$ cat config.mk
export PLATFORM = sky130hd
export DESIGN_NAME = uart_loop_fifo
export DESIGN_NICKNAME = d
export VERILOG_FILES = /design/src/rtl/uart_pkg.sv /design/src/rtl/uart_sync_fifo.sv /design/src/rtl/uart_loop_fifo.sv
export SDC_FILE = /design/constraint.sdc
export NUM_CORES = 1
export LEC_CHECK = 0
export CAP_MARGIN = 20
export CORE_MARGIN = 4
export CORE_UTILIZATION = 30
export DETAILED_ROUTE_END_ITERATION = 7
export SYNTH_ARGS = -nofsm -noshare
export SYNTH_HDL_FRONTEND = slang
export SYNTH_SLANG_ARGS = --single-unit
$ cat constraint.sdc
create_clock -name i_clk -period 3.4 [get_ports i_clk]
set_input_delay 0.68 -clock i_clk [delete_from_list [all_inputs] [get_ports i_clk]]
set_output_delay 0.68 -clock i_clk [all_outputs]
set_load 0.02 [all_outputs]
$ cat src/rtl/uart_pkg.sv
// Shared types and defaults for the UART loopback byte buffer.
package uart_pkg;

    typedef enum logic [1:0] {
        TX_IDLE,
        TX_WAIT_BUSY,
        TX_WAIT_READY
    } tx_state_t;

    typedef enum logic {
        ARMED,
        WAIT_LOW
    } rx_guard_t;

    localparam int unsigned DefaultDepth = 16;
    localparam int unsigned DefaultDataW = 8;

endpackage

$ cat src/rtl/uart_sync_fifo.sv
// Synchronous byte FIFO with registered count and full/empty flags.
module uart_sync_fifo #(
    parameter int unsigned DEPTH  = 16,
    parameter int unsigned DATA_W = 8
) (
    input  logic                     clk_i,
    input  logic                     rst_i,
    input  logic                     push_i,
    input  logic                     pop_i,
    input  logic [DATA_W-1:0]        din_i,
    output logic [DATA_W-1:0]        dout_o,
    output logic [$clog2(DEPTH):0]   count_o,
    output logic                     empty_o,
    output logic                     full_o
);
    localparam int unsigned PtrW = $clog2(DEPTH);
    localparam int unsigned CntW = PtrW + 1;

    logic [DATA_W-1:0] mem_q [DEPTH];
    logic [PtrW-1:0]   wptr_q, wptr_d;
    logic [PtrW-1:0]   rptr_q, rptr_d;
    logic [CntW-1:0]   count_q, count_d;
    logic              empty_q, empty_d;
    logic              full_q, full_d;
    logic              do_push, do_pop;

    // Callers already guard push/pop; the extra qualification keeps pointers sane regardless.
    assign do_push = push_i && !full_q;
    assign do_pop  = pop_i && !empty_q;

    always_comb begin
        wptr_d  = do_push ? wptr_q + PtrW'(1) : wptr_q;
        rptr_d  = do_pop ? rptr_q + PtrW'(1) : rptr_q;
        count_d = count_q;
        unique case ({do_push, do_pop})
            2'b10:   count_d = count_q + CntW'(1);
            2'b01:   count_d = count_q - CntW'(1);
            default: count_d = count_q;
        endcase
        empty_d = (count_d == '0);
        full_d  = (count_d == CntW'(DEPTH));
    end

    always_ff @(posedge clk_i) begin
        if (rst_i) begin
            wptr_q  <= '0;
            rptr_q  <= '0;
            count_q <= '0;
            empty_q <= 1'b1;
            full_q  <= 1'b0;
        end else begin
            wptr_q  <= wptr_d;
            rptr_q  <= rptr_d;
            count_q <= count_d;
            empty_q <= empty_d;
            full_q  <= full_d;
        end
    end

    always_ff @(posedge clk_i) begin
        if (do_push) begin
            mem_q[wptr_q] <= din_i;
        end
    end

    assign dout_o  = mem_q[rptr_q];
    assign count_o = count_q;
    assign empty_o = empty_q;
    assign full_o  = full_q;

endmodule

$ cat src/rtl/uart_loop_fifo.sv
// Buffers received UART bytes and launches the transmitter one byte per busy/ready cycle.
module uart_loop_fifo
    import uart_pkg::*;
#(
    parameter int unsigned DEPTH  = DefaultDepth,
    parameter int unsigned DATA_W = DefaultDataW
) (
    input  logic                   i_clk,
    input  logic                   i_rst,
    input  logic                   i_rx_done,
    input  logic [DATA_W-1:0]      i_rx_data,
    output logic                   o_rx_ack,
    input  logic                   i_tx_ready,
    output logic                   o_tx_valid,
    output logic [DATA_W-1:0]      o_tx_data,
    output logic [$clog2(DEPTH):0] o_count,
    output logic                   o_empty,
    output logic                   o_full,
    output logic                   o_overflow
);
    rx_guard_t         rx_q, rx_d;
    tx_state_t         tx_q, tx_d;
    logic              rx_ack_q, rx_ack_d;
    logic              overflow_q, overflow_d;
    logic              tx_valid_q, tx_valid_d;
    logic [DATA_W-1:0] tx_data_q, tx_data_d;

    logic              push, pop;
    logic [DATA_W-1:0] fifo_dout;
    logic              fifo_empty, fifo_full;

    uart_sync_fifo #(
        .DEPTH  (DEPTH),
        .DATA_W (DATA_W)
    ) u_fifo (
        .clk_i   (i_clk),
        .rst_i   (i_rst),
        .push_i  (push),
        .pop_i   (pop),
        .din_i   (i_rx_data),
        .dout_o  (fifo_dout),
        .count_o (o_count),
        .empty_o (fifo_empty),
        .full_o  (fifo_full)
    );

    // Receive guard: one write/ack per i_rx_done assertion; full is the registered flag.
    always_comb begin
        rx_d       = rx_q;
        rx_ack_d   = 1'b0;
        overflow_d = overflow_q;
        push       = 1'b0;
        unique case (rx_q)
            ARMED: begin
                if (i_rx_done) begin
                    rx_ack_d = 1'b1;
                    rx_d     = WAIT_LOW;
                    if (fifo_full) begin
                        overflow_d = 1'b1;
                    end else begin
                        push = 1'b1;
                    end
                end
            end
            WAIT_LOW: begin
                if (!i_rx_done) begin
                    rx_d = ARMED;
                end
            end
            default: rx_d = ARMED;
        endcase
    end

    always_comb begin
        tx_d       = tx_q;
        tx_valid_d = 1'b0;
        tx_data_d  = tx_data_q;
        pop        = 1'b0;
        unique case (tx_q)
            TX_IDLE: begin
                if (!fifo_empty && i_tx_ready) begin
                    pop        = 1'b1;
                    tx_valid_d = 1'b1;
                    tx_data_d  = fifo_dout;
                    tx_d       = TX_WAIT_BUSY;
                end
            end
            TX_WAIT_BUSY: begin
                if (!i_tx_ready) begin
                    tx_d = TX_WAIT_READY;
                end
            end
            TX_WAIT_READY: begin
                if (i_tx_ready) begin
                    tx_d = TX_IDLE;
                end
            end
            default: tx_d = TX_IDLE;
        endcase
    end

    always_ff @(posedge i_clk) begin
        if (i_rst) begin
            rx_q       <= ARMED;
            tx_q       <= TX_IDLE;
            rx_ack_q   <= 1'b0;
            overflow_q <= 1'b0;
            tx_valid_q <= 1'b0;
            tx_data_q  <= '0;
        end else begin
            rx_q       <= rx_d;
            tx_q       <= tx_d;
            rx_ack_q   <= rx_ack_d;
            overflow_q <= overflow_d;
            tx_valid_q <= tx_valid_d;
            tx_data_q  <= tx_data_d;
        end
    end

    assign o_rx_ack   = rx_ack_q;
    assign o_tx_valid = tx_valid_q;
    assign o_tx_data  = tx_data_q;
    assign o_empty    = fifo_empty;
    assign o_full     = fifo_full;
    assign o_overflow = overflow_q;

endmodule

==> flow_metrics.py <==
# Metrics from the implementation run
metrics = {
    "synthesis": {
        "floorplan.nets": 370,
        "synthCells": 350,
        "syn_avg_cell_area_sq_um": 17.6,
        "synth_area_sq_um": 6160,
        "yosys_warnings": 0,
        "top_area_cell": "edfxtp_1",
        "synth_cell_type_count": 36,
        "top_cells_by_count": "edfxtp_1, mux4_2, dfxtp_1",
        "async_reset_ff_share_pct": 0,
        "synth_flops": 157,
        "ys_cells": 350,
        "edf_count": 128,
        "yosysSeqAreaShare_pct": 71.8,
    },
    "grt": {
        "antenna_found_initial": 0,
        "track_usage_pct": 10.9,
        "grt_pass1_wl_um": 18400,
        "grt_max_degree": 36,
    },
    "worst_setup_path": {
        "reg2reg_from": "tx_q[1]",
        "critPathMaxFanout": 3,
        "critical_path_class": "in -> reg",
        "reg2reg_slack_ns": 0.68,
        "cp.required_ns": 3.70,
        "cp.arrival_ns": 3.37,
        "r2r_cells": 10,
    },
    "final_timing": {
        "finalWorstSetupSlack_ns": 0.334,
        "finalMaxSlewViolations": 0,
        "setup_violations": 0,
        "rsz0062_at_grt": "false",
    },
    "flow_run": {
        "warning_count": 29,
    },
    "die": {
        "initCoreUtil_pct": 30.5,
        "dieArea_sq_um": 22900,
        "die_h_um": 151,
        "rows": 52,
    },
    "cells_and_area": {
        "area_growth_pct": 20.9,
        "diodes": 0,
        "drive_above_1_share_pct": 23.4,
    },
    "detailed_routing": {
        "dr.pass1.iters": 4,
        "wire_per_inst_um": 16.9,
        "drc": 0,
    },
    "clock_network": {
        "clock_sink_count": 157,
        "clock_tree.buffer_depth": 2,
        "htree_levels": 4,
        "cts_root_buf": "clkbuf_16",
        "clk_latency_ns": 0.42,
        "cts_hold_buf": 0,
        "cts_resized": 0,
    },
    "hold_path": {
        "whs_path_depth": 2,
        "whs_endpoint": "o_tx_data[2]",
    },
    "status": {
        "status": "finished clean",
    },
    "pwr": {
        "power.density_nw_per_um2": 629,
        "peakVddDrop_v": 0.000267,
    },
    "placed_design": {
        "routabilityCongestion": 0.731,
        "port-buffer-count": 29,
        "place_ws_ns": -0.0348,
    },
}
worst max path at each step:
stage,from,end,slack (ns),depth (start not counted)
finish,i_tx_ready,u_fifo.full_o,0.33,11
global route,i_tx_ready,u_fifo.full_o,0.24,11
CTS,i_tx_ready,u_fifo.full_o,0.39,11
detailed placement,i_tx_ready,u_fifo.full_o,-0.03,11
global placement,i_tx_ready,u_fifo.full_o,0.06,11
floorplan,i_tx_ready,u_fifo.empty_o,0.42,11
power breakdown:
part	internal, uW	switching (uW)	total [uW]
sequential	2150	80.8	2230
clock	1000	734	1740
combinational	379	344	723
final cells by class:
cell class              count  area [sq um]  area share (%)
flip-flops and latches    157          4430            59.4
multi-input cells         166          1630            21.9
repair buffers             54           490            6.58
clock buffers              18           429            5.76
well taps                 270           338            4.53
clock inverters            13           115            1.54
inverters                   6          22.5           0.302
metal layers:
layer / vias to the layer above / wire (um) / track usage [%]
met5: - / 0 / 0
met4: 0 / 215 / 4.76
met2: 91 / 5370 / 16.8
met3: 19 / 699 / 2.78
li1: 1462 / - / -
met1: 1643 / 5290 / 14.5
flip-flops by register name, summed over array words and instances (netlist names):
| name | flops |
|---|---|
| o_rx_ack | 1 |
| u_fifo.count_o | 5 |
| u_fifo.mem_q | 128 |
| tx_q | 2 |
| u_fifo.empty_o | 1 |
| u_fifo.wptr_q | 4 |
| u_fifo.rptr_q | 4 |
| rx_q | 1 |
| o_tx_data | 8 |
| u_fifo.full_o | 1 |
| o_tx_valid | 1 |
| o_overflow | 1 |
stage by stage:
stage	instances	hold slack (ns)	instance area [sq um]	setup TNS, ns	total power [uW]
after CTS	684	0.461	7450	0	4750
after floorplan	350	0.435	6160	0	2730
after global routing	684	0.491	7450	0	4900
after detailed placement	653	0.453	6910	-0.0348	3000
after global placement	653	0.453	6910	0	2990
final	684	0.460	7450	0	4690
critical path, cell delays in order:
cell and delay, ns:
clkdlybuf4s50_1 0.49, or4b_1 0.49, nor2_1 0.21, xor2_1 0.10, ha_1 0.20, or2_2 0.28, a31oi_1 0.23, o21a_1 0.16
o31ai_1 0.09, mux2_4 0.32, nor2b_1 0.13
placed cells by master, fill, tap and decap left out, types with 2 or more instances in the layout:
| cell type | count |
|---|---|
| edfxtp_1 | 128 |
| mux4_2 | 40 |
| clkdlybuf4s50_1 | 29 |
| nand2_1 | 28 |
| dfxtp_1 | 28 |
| nor2_1 | 26 |
| buf_4 | 24 |
| clkbuf_16 | 17 |
| a21oi_1 | 15 |
| ha_1 | 8 |
| xor2_1 | 7 |
| nor3_1 | 6 |
| inv_1 | 5 |
| nand2b_1 | 5 |
| inv_6 | 5 |
| nor2b_1 | 4 |
| xnor2_1 | 3 |
| o21a_1 | 2 |
| or3_1 | 2 |
| and3_1 | 2 |
| a31oi_1 | 2 |
| nand4_1 | 2 |
| clkinv_2 | 2 |
| clkinvlp_4 | 2 |
| clkinv_1 | 2 |
cell families after synthesis:
logic type | Yosys count | synth area share, %
buffers and inverters | 27 | 1.75
XOR/XNOR | 10 | 1.42
AND-OR/OR-AND | 26 | 2.52
flip-flops | 157 | 71.8
adder cells (fa/ha/maj) | 8 | 1.62
multiplexers | 42 | 15.0
AND/OR/NAND/NOR | 80 | 5.91
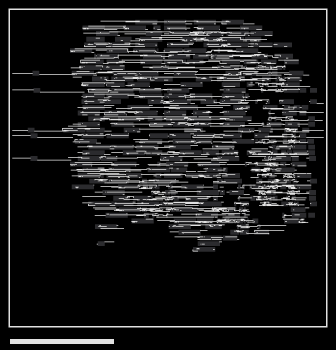
Fig. 1. M1 wires.
Bar = 50 um.
The longest straight run is 44.6 um. The layer holds 46% of the routed length. The layer carries 5,290 um of wire. The wires run mostly horizontal. 387 nets have wire on it.
GR Util met1: 14.5%
Detailed Route WL: 11,600 um
routed via count: 3,215

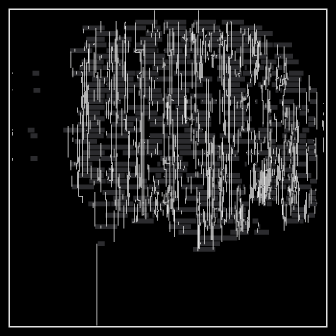
Fig. 2. M2 wires.
The layer holds 46% of the routed length. 372 nets have wire on it. The layer carries 5,370 um of wire. The longest straight run is 77.2 um.
met2 Use GR: 16.8%

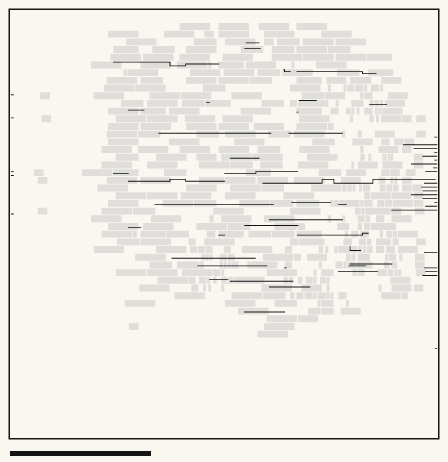
Fig. 3. The metal 3 layer.
Bar = 50 um.
The layer holds 6.0% of the routed length. 51 nets have wire on it.
met3 usage: 2.78%

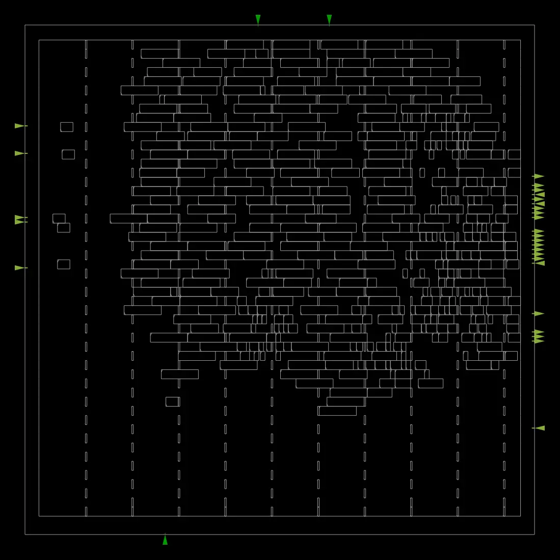
Fig. 4. Placement view.
Final Core Density: 36.8%
fraction of area in registers: 59.4%
Tap Cells: 270
Core Box Area: 20,200 sq um
Fillers: 1,851

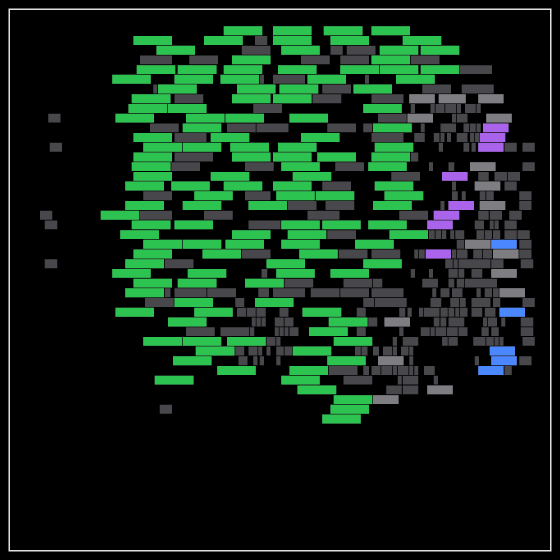
Fig. 5. Sequential cells coloured by netlist name.
Key: green = u_fifo.mem_q [flops 128]; purple = o_tx_data [flops 8]; blue = u_fifo.count_o [flops 5]
Another 16 sequential cells are not coloured.
P_seq: 2230 uW
sequential cell area: 4430 sq um

No activity file was given, so power comes from the tool's default toggle rates.
